Figure 1. Cells by drive strength (run 1).
The bar under the picture is 50 um long.
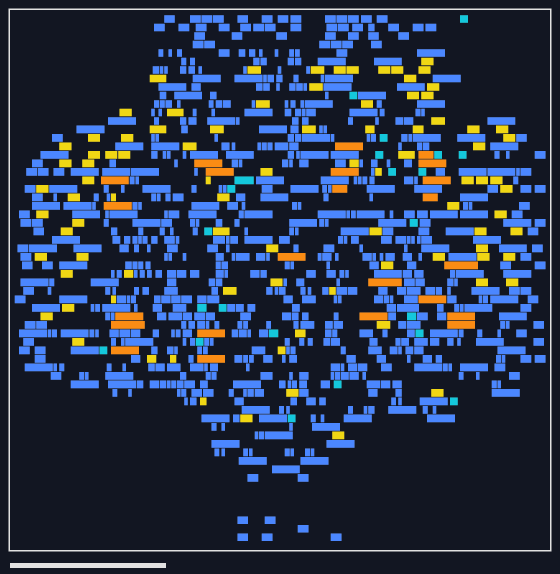
Figure 2. Clock distribution (run 1).
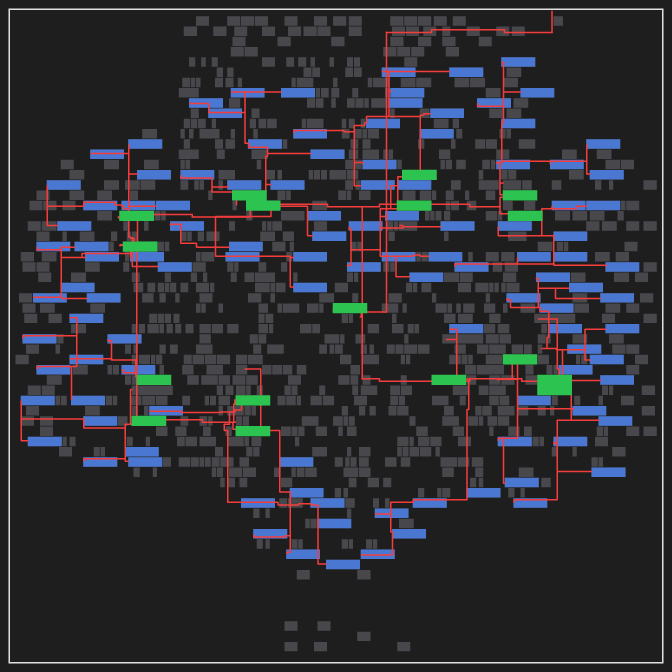
Figure 3. Ports around the boundary (run 1).
Pins as bars across the die edge, other pins in grey.
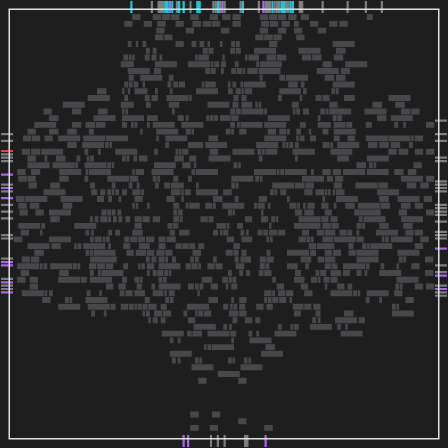
## config.mk

```make
export PLATFORM = sky130hd
export DESIGN_NAME = hack_cpu_mc
export DESIGN_NICKNAME = d
export VERILOG_FILES = /design/src/rtl/hack_cpu_mc.sv
export SDC_FILE = /design/constraint.sdc
export NUM_CORES = 1
export LEC_CHECK = 0
export CAP_MARGIN = 10
export CORE_UTILIZATION = 25
export DETAILED_ROUTE_END_ITERATION = 12
export PLACE_DENSITY = 0.45
export SKIP_CTS_REPAIR_TIMING = 1
export SYNTH_ARGS = -nofsm -noshare
export SYNTH_HDL_FRONTEND = slang
export SYNTH_SLANG_ARGS = --single-unit
```

## constraint.sdc

```tcl
create_clock -name clk -period 5.8 [get_ports clk]
set_input_delay 1.16 -clock clk [delete_from_list [all_inputs] [get_ports clk]]
set_output_delay 1.16 -clock clk [all_outputs]
set_load 0.005 [all_outputs]
```

## src/rtl/hack_cpu_mc.sv

```systemverilog
// hack_cpu_mc: multi-cycle Hack CPU with request/acknowledge instruction and
// data ports. Each instruction walks FETCH -> DECODE -> [MREAD] -> EXEC ->
// [MWRITE]. A handshake state holds its request until ack is seen.
module hack_cpu_mc #(
  parameter int                WIDTH        = 16,
  parameter int                ADDR_W       = 15,
  parameter logic [ADDR_W-1:0] RESET_VECTOR = '0
) (
  input  logic              clk,
  input  logic              reset_n,
  output logic              imem_req,
  output logic [ADDR_W-1:0] imem_addr,
  input  logic              imem_ack,
  input  logic [WIDTH-1:0]  imem_rdata,
  output logic              dmem_req,
  output logic              dmem_we,
  output logic [ADDR_W-1:0] dmem_addr,
  output logic [WIDTH-1:0]  dmem_wdata,
  input  logic              dmem_ack,
  input  logic [WIDTH-1:0]  dmem_rdata,
  output logic [ADDR_W-1:0] pc,
  output logic              retire
);

  typedef enum logic [2:0] {
    S_FETCH, S_DECODE, S_MREAD, S_EXEC, S_MWRITE
  } state_t;

  state_t              state_q, state_d;
  logic [WIDTH-1:0]    a_q, a_d, d_q, d_d, ir_q, ir_d, mdr_q, mdr_d, wdata_q, wdata_d;
  logic [ADDR_W-1:0]   pc_q, pc_d, waddr_q, waddr_d;

  logic                fetch_req, data_req, data_we, retire_c;
  logic [WIDTH-1:0]    alu_x, alu_y, alu_out;
  logic                zr, ng, jump;

  // C-instruction fields sit at fixed bit positions regardless of WIDTH.
  logic is_c, a_sel, d1, d2, d3;
  assign is_c  = ir_q[WIDTH-1];
  assign a_sel = ir_q[12];
  assign d1    = ir_q[5];
  assign d2    = ir_q[4];
  assign d3    = ir_q[3];

  // ALU over the pre-update A/D (and MDR for M operands).
  always_comb begin
    alu_x = ir_q[11] ? '0 : d_q;
    if (ir_q[10]) alu_x = ~alu_x;
    alu_y = ir_q[9] ? '0 : (a_sel ? mdr_q : a_q);
    if (ir_q[8]) alu_y = ~alu_y;
    alu_out = ir_q[7] ? (alu_x + alu_y) : (alu_x & alu_y);
    if (ir_q[6]) alu_out = ~alu_out;
  end

  assign zr   = (alu_out == '0);
  assign ng   = alu_out[WIDTH-1];
  assign jump = (ir_q[2] & ng) | (ir_q[1] & zr) | (ir_q[0] & ~zr & ~ng);

  // Next-state and next-register values; handshake outputs decoded from state.
  always_comb begin
    // NOTE: every combinational output gets a default first so no path leaves it unassigned (no latch).
    state_d   = state_q;
    a_d       = a_q;
    d_d       = d_q;
    pc_d      = pc_q;
    ir_d      = ir_q;
    mdr_d     = mdr_q;
    waddr_d   = waddr_q;
    wdata_d   = wdata_q;
    fetch_req = 1'b0;
    data_req  = 1'b0;
    data_we   = 1'b0;
    retire_c  = 1'b0;
    unique case (state_q)
      S_FETCH: begin
        fetch_req = 1'b1;
        if (imem_ack) begin
          ir_d    = imem_rdata;
          state_d = S_DECODE;
        end
      end
      S_DECODE: begin
        if (!is_c) begin
          a_d      = {1'b0, ir_q[WIDTH-2:0]};
          pc_d     = pc_q + ADDR_W'(1);
          retire_c = 1'b1;
          state_d  = S_FETCH;
        end else if (a_sel) begin
          state_d = S_MREAD;
        end else begin
          state_d = S_EXEC;
        end
      end
      S_MREAD: begin
        data_req = 1'b1;
        if (dmem_ack) begin
          mdr_d   = dmem_rdata;
          state_d = S_EXEC;
        end
      end
      S_EXEC: begin
        if (d1) a_d = alu_out;
        if (d2) d_d = alu_out;
        pc_d = jump ? a_q[ADDR_W-1:0] : pc_q + ADDR_W'(1);
        if (d3) begin
          // Capture target and data now so MWRITE is independent of later A/D.
          waddr_d = a_q[ADDR_W-1:0];
          wdata_d = alu_out;
          state_d = S_MWRITE;
        end else begin
          retire_c = 1'b1;
          state_d  = S_FETCH;
        end
      end
      S_MWRITE: begin
        data_req = 1'b1;
        data_we  = 1'b1;
        if (dmem_ack) begin
          retire_c = 1'b1;
          state_d  = S_FETCH;
        end
      end
      default: state_d = S_FETCH;
    endcase
  end

  // Architectural and bus-holding registers.
  always_ff @(posedge clk or negedge reset_n) begin
    // NOTE: state is updated with non-blocking assignments so all registers sample the same pre-edge values.
    if (!reset_n) begin
      // NOTE: every register here is reset; there is no memory array, so nothing is left unreset.
      state_q <= S_FETCH;
      a_q     <= '0;
      d_q     <= '0;
      pc_q    <= RESET_VECTOR;
      ir_q    <= '0;
      mdr_q   <= '0;
      waddr_q <= '0;
      wdata_q <= '0;
    end else begin
      state_q <= state_d;
      a_q     <= a_d;
      d_q     <= d_d;
      pc_q    <= pc_d;
      ir_q    <= ir_d;
      mdr_q   <= mdr_d;
      waddr_q <= waddr_d;
      wdata_q <= wdata_d;
    end
  end

  // Reset parks the FSM in FETCH, so requests are gated to stay low while reset_n=0.
  assign imem_req   = fetch_req & reset_n;
  assign dmem_req   = data_req & reset_n;
  assign dmem_we    = data_we & reset_n;
  assign retire     = retire_c & reset_n;
  assign imem_addr  = pc_q;
  assign dmem_addr  = (state_q == S_MWRITE) ? waddr_q : a_q[ADDR_W-1:0];
  assign dmem_wdata = wdata_q;
  assign pc         = pc_q;

endmodule

```

==> results.sh, run 1 <==
# implementation run metrics
export IMPL_slew_viol_final=0
export IMPL_fin_tns_setup_ns=0
export IMPL_outcome="finished, final reports clean"
export IMPL_ys_seq_share_pct=38.73
export IMPL_cts_made_buffers=17
export IMPL_yosys_stat_area_mm2=0.007301
export IMPL_drt_initial_drc_count=310
export IMPL_endpoint_kind="flop"
export IMPL_grt_pass1_vias=6005
export IMPL_track_usage_pct=15.33
export IMPL_hold_viol=0
export IMPL_slowest_delay_ns=0.88
export IMPL_syn_inst=791
export IMPL_num_io_pins=101
export IMPL_grt_max_degree=63
export IMPL_tightest_slew_ns=1.091
export IMPL_slowest_stage="dfrtp_1"
export IMPL_place_area_mm2=0.008589
export IMPL_synth_area_per_cell_um2=9.230
export IMPL_worst_path_most_repeated_cell="a211oi_2"
export IMPL_core_rowCount=62
export IMPL_antenna_found_initial=1
export IMPL_gp_congestion=0.8170
export IMPL_cp_max_fo=18
export IMPL_ant_nets=0
export IMPL_skew_ns=0.009004
export IMPL_mostFrequentLayoutCell="dfrtp_1"
export IMPL_die_area_mm2=0.02989
export IMPL_num_vias=5951
-- Figure 1 (at the start) --
blue -> x1 and smaller  # cells 738
cyan -> x3 and x4  # cells 22
orange -> x6 and larger  # cells 23
yellow -> x2  # cells 89
bufs w/o clock: 116
Layout area overhead: 26.02%
min setup slack post-route: 1.208 ns

-- Figure 2 (at the start) --
green -> clock-net drivers  # count 17
red -> clock wires  # length 1950 um
blue -> flip-flops  # count 113
routed clock nets = 18

-- Figure 3 (at the start) --
red -> dmem_we  # pins 1, direction output, edge west
purple -> imem_rdata  # pins 16, direction input, edge 7 west, 3 east, 3 south, 3 north
cyan -> pc  # pins 15, direction output, edge north
all pins by edge = 44 north, 25 east, 24 west, 8 south
die span in x: 172.9 um
Die Y: 172.9 um
port buffer count: 100

## run 1: worst max-delay path: cells and delay by family (launching register included)
kind	cells	cell delay (ns)
AOI/OAI and AO/OA	7	1.88
xor gates and xnor gates	2	0.29
adders and majority gates	2	0.72
DFF	1	0.88
muxes	1	0.42
and+or+nand+nor	1	0.23
## run 1: state kept, by name, indices dropped and copies added (netlist names)
register	flops
imem_addr	15
ir_q	16
a_q	16
d_q	16
state_q	3
mdr_q	16
dmem_wdata	16
waddr_q	15
## run 1: synth_stat cells, drive strengths merged, types with 8 or more instances
cell	n
and3	10
o22ai	14
dfrtp	113
nand2b	21
o211ai	11
nand3	18
clkbuf	39
nor2	51
mux2i	26
inv	14
mux2	59
ha	17
and2	8
nor3b	9
o21ai	61
nor2b	11
nand2	100
nor3	11
a21oi	38
buf	28
xor2	26
xnor2	26
## run 1: stage by stage
stage	hold WS, ns	std cells	worst slack [ns]
floorplan	0.4497	791	1.359
global placement	0.4632	1224	1.284
detailed placement	0.4715	1224	1.213
CTS	0.4842	1256	1.212
global route	0.5058	1256	0.8777
finish	0.4765	1257	1.208
## run 1: metal layers
metal	share of wire [%]	routed length, um	vias to the layer above
met5	0	0	-
met2	44	9593	128
met3	3.2	706	14
met4	1.1	242	0
li1	-	-	2934
met1	52	11510	2875
## run 1: path summary, 6_finish.rpt
| kind | endpoint | startpoint | slack (ns) | depth (start not counted) |
|---|---|---|---|---|
| setup / recovery | imem_addr[14]$_DFFE_PN0P_ | ir_q[8]$_DFFE_PN0P_ | 1.21 | 13 |
| hold / removal | dmem_wdata[3]$_DFFE_PN0P_ | dmem_wdata[3]$_DFFE_PN0P_ | 0.48 | 2 |
| setup reg to reg | imem_addr[14]$_DFFE_PN0P_ | ir_q[8]$_DFFE_PN0P_ | 1.21 | 13 |
| hold reg to reg | dmem_wdata[3]$_DFFE_PN0P_ | dmem_wdata[3]$_DFFE_PN0P_ | 0.48 | 2 |
| max in group asynchronous | dmem_wdata[11]$_DFFE_PN0P_ | reset_n | 4.15 | 2 |
| min in group asynchronous | waddr_q[7]$_DFFE_PN0P_ | reset_n | 0.58 | 1 |
## run 1: final cells by class
| cell class | count | area (um^2) |
|---|---|---|
| flip-flops and latches | 113 | 2828 |
| well taps | 384 | 480.5 |
| multi-input cells | 597 | 4110 |
| inverters | 14 | 52.55 |
| repair buffers | 116 | 1119 |
| diodes | 1 | 2.502 |
| clock buffers | 23 | 478.0 |
| fillers | 3005 | 19500 |
| clock inverters | 9 | 130.1 |
## run 1: cells by family after synthesis
family	count (synthesis)	synth area share [%]
AOI/OAI and AO/OA	178	16.28
xor gates and xnor gates	52	6.238
adders and majority gates	18	3.188
buffers and inverters	81	5.313
DFF	113	38.73
muxes	85	12.66
and+or+nand+nor	264	17.58
Figure 4. Clock wiring as the flow saved it (run 1).
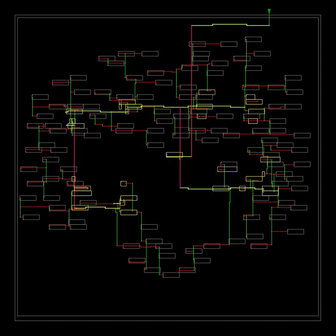

==> run 2, diff against run 1 <==
==> constraint.sdc (replaced) <==
create_clock -name clk -period 4.74 [get_ports clk]
set_input_delay 0.948 -clock clk [delete_from_list [all_inputs] [get_ports clk]]
set_output_delay 0.948 -clock clk [all_outputs]
set_load 0.005 [all_outputs]
Figure 5. Clock wiring as the flow saved it (run 2).
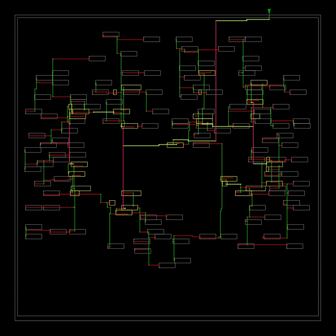
Final Skew: 0.01330 ns
Num CTS Buffers: 17
final sequential cell count: 113
Latency at later pin: 0.42 ns

==> run 2 against run 1 <==
Effect of this change: area after synthesis is the same; setup slack lost 0.93 ns; highest routed layer unchanged; global-route usage grew 0.19 points; critical path type unchanged.
==> results.sh, run 2 <==
# implementation run metrics
export IMPL_outcome="finished, final reports clean"
export IMPL_syn_inst=791
export IMPL_regArea_mm2=0.002828
export IMPL_dpl_cell_count=1243
export IMPL_die_h_um=172.9
export IMPL_antenna_found_initial=0
export IMPL_drt_initial_drc_count=322
export IMPL_track_usage_pct=15.53
export IMPL_synth_area_per_cell_um2=9.230
export IMPL_ant_nets=0
export IMPL_fin_tns_setup_ns=0
export IMPL_simple_gate_area_share_pct=17.58
export IMPL_synth_most_common_cell="dfrtp_1"
export IMPL_yosys_area_share_adder_pct=3.188
export IMPL_tightest_slew_ns=1.055
export IMPL_ys_seq_share_pct=38.73
export IMPL_stdcell_count=1275
export IMPL_fin_hold_ws_ns=0.3846
export IMPL_endpoint_kind="flop"
Figure 6. Placed cells, one colour a class (run 2).
The bar under the picture is 50 um long.
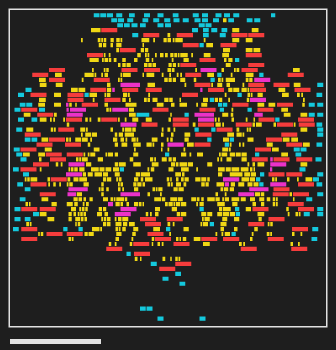
red -> registers  # cells 113
magenta -> clock drivers and dummy loads  # cells 32
cyan -> remaining buffers and delay cells  # cells 135
yellow -> remaining logic cells  # cells 611
Core Area: 0.02870 mm^2
post-layout util: 32.75%
FP Rows: 62

[run 2: cell type report]
cell class / instances / share of cell area (%)
clock buffers: 22 / 4.939
well taps: 384 / 5.112
clock inverters: 10 / 1.930
flip-flops and latches: 113 / 30.09
inverters: 14 / 0.5591
multi-input cells: 597 / 43.82
repair buffers: 135 / 13.55
[run 2: path summary, 6_finish.rpt]
| path | start | endpoint | slack, ns |
|---|---|---|---|
| max | ir_q[12]$_DFFE_PN0P_ | imem_addr[4]$_DFFE_PN0P_ | 0.27 |
| min | reset_n | state_q[1]$_DFFE_PN0P_ | 0.38 |
| max reg2reg | ir_q[12]$_DFFE_PN0P_ | imem_addr[4]$_DFFE_PN0P_ | 0.27 |
| min reg2reg | dmem_wdata[6]$_DFFE_PN0P_ | dmem_wdata[6]$_DFFE_PN0P_ | 0.48 |
| max in group asynchronous | reset_n | d_q[10]$_DFFE_PN0P_ | 3.34 |
| min in group clk | dmem_wdata[6]$_DFFE_PN0P_ | dmem_wdata[6]$_DFFE_PN0P_ | 0.48 |
[run 2: kinds of logic (layout without fill, tap and decap cells)]
kind of cell    Yosys count  count (layout)
simple gates            264             264
compound gates          178             178
flops                   113             113
mux                      85              85
buf+inv                  81             181
xor+xnor                 52              52
fa+ha+maj                18              18
[run 2: through the flow]
stage / setup WS (ns) / cell area, um^2
2_1_floorplan: 0.2985 / 7301
3_3_place_gp: 0.2819 / 8745
3_5_place_dp: 0.2395 / 8745
4_1_cts: 0.2204 / 9390
5_1_grt: 0.05025 / 9399
6_report: 0.2730 / 9399
[run 2: layer usage]
| layer | GRT usage [%] | up-vias | share of wire [%] |
|---|---|---|---|
| li1 | - | 2969 | - |
| met1 | 22.81 | 2918 | 52 |
| met2 | 23.49 | 101 | 45 |
| met3 | 2.155 | 12 | 2.3 |
| met4 | 4.609 | 0 | 0.91 |
| met5 | 0 | - | 0 |
[run 2: critical path, cell delays in order (launching register included)]
cell and delay (ns):
dfrtp_1 0.45, buf_4 0.21, mux2i_1 0.19, nor2_1 0.07, xor2_1 0.14, ha_1 0.27
a211oi_1 0.39, o21bai_2 0.20, o2111ai_1 0.47, a21boi_0 0.16, nor3_1 0.39, nand4_1 0.20
a211oi_2 0.35, mux2_2 0.41, nand3_4 0.23, o221ai_1 0.17
Figure 7. Ports around the boundary (run 2).
Pins as bars across the die edge, other pins in grey.
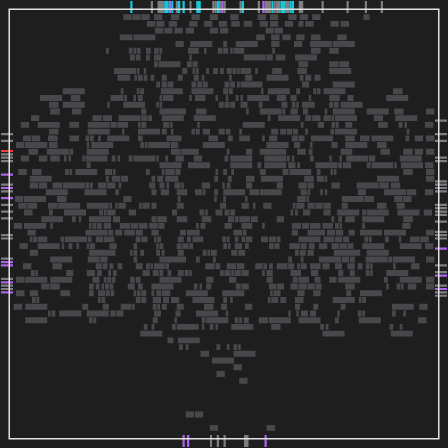

==> run 3, diff against run 2 <==
--- a/config.mk
+++ b/config.mk
@@ -7,7 +7,9 @@
 export LEC_CHECK = 0
 export CAP_MARGIN = 10
 export CORE_UTILIZATION = 25
+export CTS_CLUSTER_DIAMETER = 150
 export DETAILED_ROUTE_END_ITERATION = 12
+export GPL_TIMING_DRIVEN = 0
 export PLACE_DENSITY = 0.45
 export SKIP_CTS_REPAIR_TIMING = 1
 export SYNTH_ARGS = -nofsm -noshare
Figure 8. Ports around the boundary (run 3).
Pins as bars across the die edge, other pins in grey.
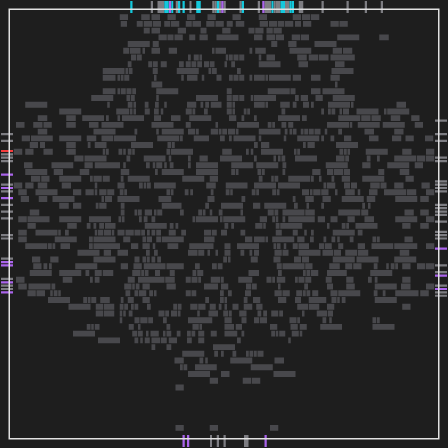
purple -> imem_rdata  # pins 16, direction input, edge 7 west, 3 east, 3 south, 3 north
cyan -> pc  # pins 15, direction output, edge north
red -> dmem_we  # pins 1, direction output, edge west
all pins by edge = 44 north, 25 east, 24 west, 8 south

Figure 9. Signal wires on met4 (run 3).
The bar under the picture is 50 um long.
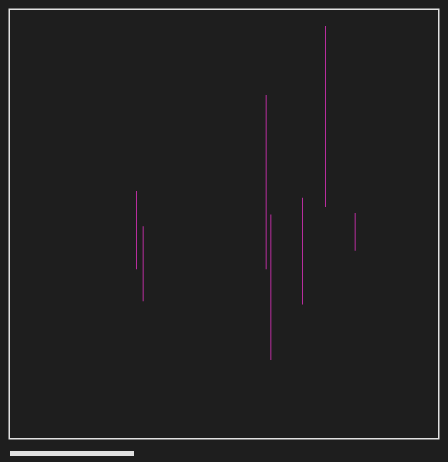
main direction = vertical
longest straight run = 72.8 um
nets with wire on the layer = 5

==> run 3 against run 2 <==
Effect of this change: final area rose by 1.9%; register-to-register slack got worse by 0.03 ns; clock skew fell by 0.0055 ns; sequential share of layout area fell by 0.49 points; area after synthesis did not move; maximum frequency fell by 0.69%; die area did not move; synthesized cell count did not move; via count rose by 6.0%; critical endpoint is now imem_addr[13]$_DFFE_PN0P_.
==> results.sh, run 3 <==
# implementation run metrics
export IMPL_outcome="finished, final reports clean"
export IMPL_drt_initial_drc_count=357
export IMPL_yosys_stat_area_mm2=0.007301
export IMPL_stdcell_count=1312
export IMPL_skew_ns=0.007821
export IMPL_cts_made_buffers=17
export IMPL_grt_pass1_vias=6272
export IMPL_core_mm2=0.02870
export IMPL_endpoint_kind="flop"
export IMPL_ys_top_logic_family="simple AND/OR/NAND/NOR gates"
export IMPL_synth_most_common_cell="dfrtp_1"
export IMPL_crit_chain="mux2i_1 -> nor2_1 -> xor2_1 -> ha_1 -> fa_2 -> a211oi_4 -> o21ai_1 -> a211o_1 -> a31oi_1 -> xnor2_1 -> o41a_1 -> a211oi_4 -> mux2_4 -> nand3_4 -> buf_6 -> o221ai_2"
export IMPL_gp_congestion=0.8343
export IMPL_num_io_pins=101
export IMPL_track_usage_pct=16.94
export IMPL_core_rowCount=62
export IMPL_common_cells="dfrtp_1, nand2_1, o21ai_0"
export IMPL_slowest_delay_ns=0.54
export IMPL_die_h_um=172.9
export IMPL_area_growth_pct=31.14
export IMPL_hold_viol=0
export IMPL_die_w_um=172.9
-- run 3: layout make-up --
| cell class | count | area [um^2] |
|---|---|---|
| clock buffers | 22 | 474.2 |
| repair buffers | 109 | 1087 |
| flip-flops and latches | 113 | 2834 |
| clock inverters | 10 | 131.4 |
| plain buffers | 63 | 336.6 |
| well taps | 384 | 480.5 |
| multi-input cells | 597 | 4178 |
| fillers | 2986 | 19130 |
| inverters | 14 | 52.55 |
-- run 3: path summary, 6_finish.rpt --
kind / startpoint / end / slack, ns / cells past startpoint
max in group asynchronous: reset_n / ir_q[12]$_DFFE_PN0P_ / 3.49 / 2
min in group asynchronous: reset_n / waddr_q[5]$_DFFE_PN0P_ / 0.50 / 1
worst max-delay path: ir_q[12]$_DFFE_PN0P_ / imem_addr[13]$_DFFE_PN0P_ / 0.24 / 16
worst min register to register: waddr_q[1]$_DFFE_PN0P_ / waddr_q[1]$_DFFE_PN0P_ / 0.48 / 2
worst min-delay path: waddr_q[1]$_DFFE_PN0P_ / waddr_q[1]$_DFFE_PN0P_ / 0.48 / 2
worst max register to register: ir_q[12]$_DFFE_PN0P_ / imem_addr[13]$_DFFE_PN0P_ / 0.24 / 16
-- run 3: kinds of logic after synthesis --
kind of cell | after synthesis
muxes | 85
DFF | 113
adders and majority gates | 18
AOI/OAI and AO/OA | 178
and+or+nand+nor | 264
buffers and inverters | 81
xor gates and xnor gates | 52
-- run 3: layer usage --
metal / track usage, % / routed length, um / vias up
met2: 25.44 / 10920 / 134
met4: 4.830 / 320 / 0
li1: - / - / 3051
met3: 2.529 / 817 / 19
met5: 0 / 0 / -
met1: 24.97 / 12600 / 3155
-- run 3: through the flow --
step	hold WS (ns)	utilization [%]	setup TNS (ns)	setup slack (ns)
after floorplan	0.4497	-	0	0.2985
after global routing	0.5045	33.36	0	0.05171
final	0.4802	33.36	0	0.2419
after global placement	0.4630	30.60	-296.26	-3.017
after detailed placement	0.4706	30.71	-15.59	-1.090
after CTS	0.4830	32.82	-16.02	-1.120
-- run 3: critical path, delay by kind of cell (launching register included) --
kind	cells	cell delay [ns]
AND-OR/OR-AND	7	1.97
XOR/XNOR	2	0.31
adder cells (fa/ha/maj)	2	0.66
buffers and inverters	1	0.19
flip-flops	1	0.54
multiplexers	2	0.53
AND/OR/NAND/NOR	2	0.17
